==> src/rtl/riscv_core_pkg.sv <==
// riscv_core_pkg: shared constants and helpers for the integer register file
package riscv_core_pkg;
   localparam int ZERO_REG       = 0;
   localparam int SP_REG_DEFAULT = 2;
   localparam int XLEN_DEFAULT   = 32;
   function automatic logic [63:0] sp_reset_value(input int addr_width_dmem);
      return 64'(1) << addr_width_dmem;
   endfunction
endpackage

==> src/rtl/regfile_read_port.sv <==
// regfile_read_port: one combinational read port with x0 mask, write bypass and busy lookup
module regfile_read_port
   import riscv_core_pkg::*;
#(
   parameter int XLEN     = XLEN_DEFAULT,
   parameter int NUM_REGS = 32,
   parameter int BYPASS   = 1,
   localparam int AW      = $clog2(NUM_REGS)
) (
   input  logic [AW-1:0]                    rs_addr,
   input  logic [NUM_REGS-1:0][XLEN-1:0]    regs,
   input  logic [NUM_REGS-1:0]              busy,
   input  logic                             wr_en,
   input  logic [AW-1:0]                    wr_addr,
   input  logic [XLEN-1:0]                  wr_data,
   output logic [XLEN-1:0]                  rs_data,
   output logic                             rs_busy
);
   logic zero, fwd;
   assign zero    = rs_addr == AW'(ZERO_REG);
   assign fwd     = (BYPASS != 0) && wr_en && (wr_addr == rs_addr);
   assign rs_data = zero ? '0 : fwd ? wr_data : regs[rs_addr];
   assign rs_busy = !zero && !fwd && busy[rs_addr];
endmodule

==> src/rtl/regfile_scoreboard_nrd.sv <==
// regfile_scoreboard_nrd: N-read/1-write register file with per-register busy scoreboard
module regfile_scoreboard_nrd
   import riscv_core_pkg::*;
#(
   parameter int XLEN            = XLEN_DEFAULT,
   parameter int NUM_REGS        = 32,
   parameter int NUM_RD          = 2,
   parameter int SP_INDEX        = SP_REG_DEFAULT,
   parameter int ADDR_WIDTH_DMEM = 10,
   parameter int BYPASS          = 1,
   localparam int AW             = $clog2(NUM_REGS)
) (
   input  logic                     clk,
   input  logic                     async_reset,
   input  logic [NUM_RD*AW-1:0]     rs_addr,
   output logic [NUM_RD*XLEN-1:0]   rs_data,
   output logic [NUM_RD-1:0]        rs_busy,
   input  logic                     wr_en,
   input  logic [AW-1:0]            wr_addr,
   input  logic [XLEN-1:0]          wr_data,
   input  logic                     claim_en,
   input  logic [AW-1:0]            claim_addr,
   input  logic                     flush
);
   localparam logic [XLEN-1:0] SP_RESET = XLEN'(sp_reset_value(ADDR_WIDTH_DMEM));
   logic [NUM_REGS-1:0][XLEN-1:0] regs;
   logic [NUM_REGS-1:0]           busy, busy_nxt;
   logic                          wr_live, claim_live;
   assign wr_live    = wr_en && wr_addr != AW'(ZERO_REG);
   assign claim_live = claim_en && claim_addr != AW'(ZERO_REG);
   always_ff @(posedge clk or negedge async_reset) begin
      if (!async_reset) begin
         for (int i = 0; i < NUM_REGS; i++)
            regs[i] <= (i == SP_INDEX) ? SP_RESET : '0;
      end else if (wr_live) begin
         regs[wr_addr] <= wr_data;
      end
   end
   // Claim is applied last so a new producer supersedes a same-cycle retirement.
   always_comb begin
      busy_nxt = flush ? '0 : busy;
      if (wr_live) busy_nxt[wr_addr] = 1'b0;
      if (claim_live) busy_nxt[claim_addr] = 1'b1;
      busy_nxt[ZERO_REG] = 1'b0;
   end
   always_ff @(posedge clk or negedge async_reset) begin
      if (!async_reset) busy <= '0;
      else busy <= busy_nxt;
   end
   for (genvar k = 0; k < NUM_RD; k++) begin : g_rd
      regfile_read_port #(.XLEN(XLEN), .NUM_REGS(NUM_REGS), .BYPASS(BYPASS)) u_port (
         .rs_addr (rs_addr[k*AW +: AW]),
         .regs    (regs),
         .busy    (busy),
         .wr_en   (wr_en),
         .wr_addr (wr_addr),
         .wr_data (wr_data),
         .rs_data (rs_data[k*XLEN +: XLEN]),
         .rs_busy (rs_busy[k])
      );
   end
endmodule

==> config.mk <==
export PLATFORM = sky130hd
export DESIGN_NAME = regfile_scoreboard_nrd
export DESIGN_NICKNAME = d
export VERILOG_FILES = /design/src/rtl/riscv_core_pkg.sv /design/src/rtl/regfile_read_port.sv /design/src/rtl/regfile_scoreboard_nrd.sv
export SDC_FILE = /design/constraint.sdc
export NUM_CORES = 2
export LEC_CHECK = 0
export CAP_MARGIN = 20
export CORE_MARGIN = 2
export CORE_UTILIZATION = 30
export CTS_BUF_LIST = sky130_fd_sc_hd__clkbuf_4 sky130_fd_sc_hd__clkbuf_8
export DETAILED_ROUTE_END_ITERATION = 8
export PLACE_DENSITY = 0.52
export SYNTH_ARGS = -nofsm -noshare
export SYNTH_HDL_FRONTEND = slang
export SYNTH_SLANG_ARGS = --single-unit
==> constraint.sdc <==
create_clock -name clk -period 2.7 [get_ports clk]
set_clock_uncertainty 0.15 [all_clocks]
set_input_delay 0.54 -clock clk [delete_from_list [all_inputs] [get_ports clk]]
set_output_delay 0.54 -clock clk [all_outputs]
set_load 0.05 [all_outputs]
==> changes_impl.md <==
### Physical design

* Syn Std Cell Area at 56800 µm²
* Post-CTS sizing at 171
* Cell Type Count at slightly below 60
* Outcome: complete, but fails checks
* Detail Placement HPWL at about 140000 µm
* Largest net degree at the start of global routing at 81
* Clock buffers at 287
* Final GP Congestion at roughly 0.84
* N_taps at between 2000 and 2500
* Initial antenna violation count at 5
* LEAKAGE at 31.6 nW
* Clk sinks at 1055
* Post-DR wirelength/cell at roughly 30 µm
* Slew HR at 0.325
* Residual DRC at 0
* Number of OpenROAD warnings at 30
* Row cnt at approximately 160
* Number of enable flip-flop cells at 0
* Share of post-route cells with drive strength above 1 at 0.612
* FFs w/ async S/R, synth at 1.00
* FF+latch count at 1055
* Most instantiated library cell after synthesis: mux2_2
* Max Cap Viol at 0
* Final hold vios at 0
* Clk buf depth at 3
* Area growth, synth to finish at 28.4%
* RSZ-0062 raised after global routing: true
* Minimum clock period at ~3600 ps
* Inverters at 17
* Die Size at 193000 µm²
* Met2 Usage GRT at 0.360
* Worst Max-Slew Pin Slew at 1010 ps
* Cycle use final at 1.32
* GR peak layer: met2
* Setup crit start kind: register
* Fin nets at 4538
* Chip width at 439 µm
* WS Path Type: reg -> out
* Die height at 439 µm
* Total global routing overflow at 0
* Clk pin slew, worst setup/hold paths at 60 ps
* Highest clock rate at 0.280 GHz
* Syn Nets at 4023
* Final Max Tran Viols at 0
* Latency at later pin at 930 ps
* Post-Syn Instances at 3966
* First-pass GRT wire length at roughly 310000 µm
* Syn Area/Cell at 14.3 µm²
* Failing checks: negative setup slack
* Multi-input combinational area share at 0.410
* Worst endpoint required time at 2010 ps
* Initial Utilization at 0.302
* Antenna viol nets, final at 0
* Buffering overhead at 0.132
* Wl on met1 at between 90000 and 100000 µm
* Worst path arrival time at 2880 ps
* Number of port buffers at 122
* Inserted Clock Buffers at 184
* Fill cell count at 17800
* Reg area at roughly 26000 µm²
* Worst hold path class: reg -> reg
* Clock Network Area Fraction at 0.0528
* GR Util met3 at 0.0341
* Vias in the first global route at 41600
* Crit end category: primary output
* Final setup fails at between 60 and 70
* Top class by area: logic gates
* First-iteration detailed-routing DRC count at 3197
* Largest vdd supply drop at ~0.39 mV
* Most area-consuming cells after synthesis: dfrtp_1 46%, mux2_2 21%, mux4_2 16%
* Ant. Diodes at 6
* Top cells by count, synth: 1056 x mux2_2, 1054 x dfrtp_1, 412 x mux4_2
* Seq/total area at 0.362
* Most frequent cells in the layout: 1056 x mux2_2, 1054 x dfrtp_1, 438 x buf_4
* Met2 WL at 103000 µm
* Buffers, non-clock at 785
* Hold_buf cts at 3
* Vias/cell at approximately 5.6
* Yosys chip area at ~57000 µm²
* Post-CTS setup buffer count at 54
* Multi-input gates at around 2400
* Synth area leader: dfrtp_1
* Max-area cell share at 0.464
* Yosys cell count at 3966
* CP Max Fanout at 3
* Main flop type after synthesis: dfrtp_1
* Post-synthesis sequential area ratio at 0.465
* Clk root buf: clkbuf_8
* Total power at 48.6 mW
* # IOs at between 100 and 150
* Metal3 WL at 11200 µm
* Pre-Repair DR Iteration Count at 8
* Syn. warnings at 0
* Final WS setup at -871 ps
* Most numerous logic cell after layout: mux2_2
* H-tree Lvls at 4
* Comb area at around 30000 µm²
* Fin util at 0.388
* GRT Util Overall at 0.222
* #FFs+latches synth at approximately 1100
* Highest routed layer: met4
* Core area at around 190000 µm²
* Pwr Density at 666 nW/µm²
* CTS tree: yes
[metrics by stage]
stage | instances | area (µm²) | hold WS, ps | TNS (ps) | setup slack [ps]
finish | 7116 | 73000 | 247 | -41260 | -871
global route | 7112 | 72900 | 240 | -47000 | -960
CTS | 7094 | 72400 | 178 | -45530 | -952
detailed placement | 6726 | 67300 | 232 | -243150 | -840
global placement | 6724 | 67300 | 228 | -241080 | -890
floorplan | 3966 | 57800 | 94.4 | -6200 | -163
[critical path: stages, from the launching register on]
cell	delay (ps)
dfrtp_1	400
mux4_2	490
mux4_2	510
a32oi_2	260
o31ai_4	140
buf_12	170
[power by group]
group          switching (mW)  internal [mW]  total (mW)  leakage [nW]
clock                    7.10           8.67        15.8          2.06
combinational            5.10           6.89        12.0          16.0
sequential               2.09           18.8        20.8          13.6
total                    14.3           34.3        48.6          31.6
[cell families after synthesis]
kind of cell / after synthesis / share of synthesized area
multiplexers: 1690 / 0.412
flip-flops: 1055 / 0.465
buffers and inverters: 474 / 0.0377
AND-OR/OR-AND: 458 / 0.0599
AND/OR/NAND/NOR: 279 / 0.0246
XOR/XNOR: 10 / 0.00154
[state kept, by name, indices dropped and copies added, names as in the netlist]
register	count
busy	31
regs	1024
[path summary, 6_finish.rpt]
| check | endpoint | slack (ps) | startpoint | cells after the start |
|---|---|---|---|---|
| worst max-delay path | rs_data[12] | -870 | regs[748] | 5 |
| worst min-delay path | regs[3] | 250 | regs[3] | 0 |
| worst max register to register | regs[954] | 1550 | regs[954] | 3 |
| worst min register to register | regs[3] | 250 | regs[3] | 0 |
| max in group asynchronous | regs[89] | 160 | async_reset | 4 |
| min in group asynchronous | regs[705] | 570 | async_reset | 3 |
Figure 1. Metal 1.
The bar under the picture is 100 µm long. Cells faint in the background.
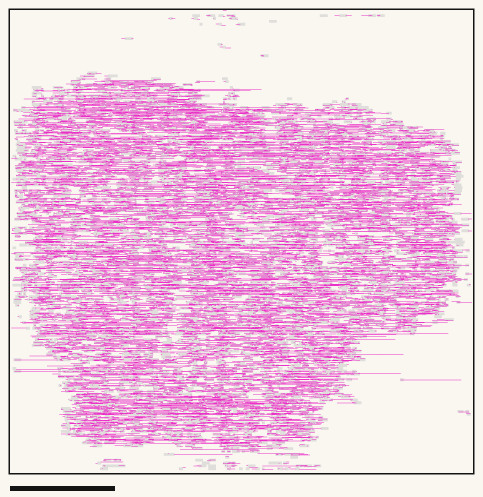
nets with wire on the layer: 4291
longest straight run: 82.8 µm
main direction: horizontal
wire length on this layer: 92.5 mm
share of all routed wire: 43%
routed wire length: 215000 µm
routed vias: 39800
GR Util met1: 0.297

Figure 2. M2 wires.
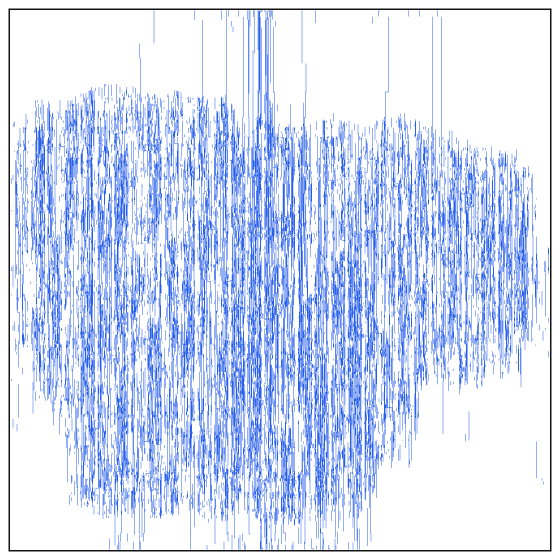
longest straight run: 130 µm
main direction: vertical
nets with wire on the layer: 4161
share of all routed wire: 48%

Power is estimated from default activity; no workload was simulated.
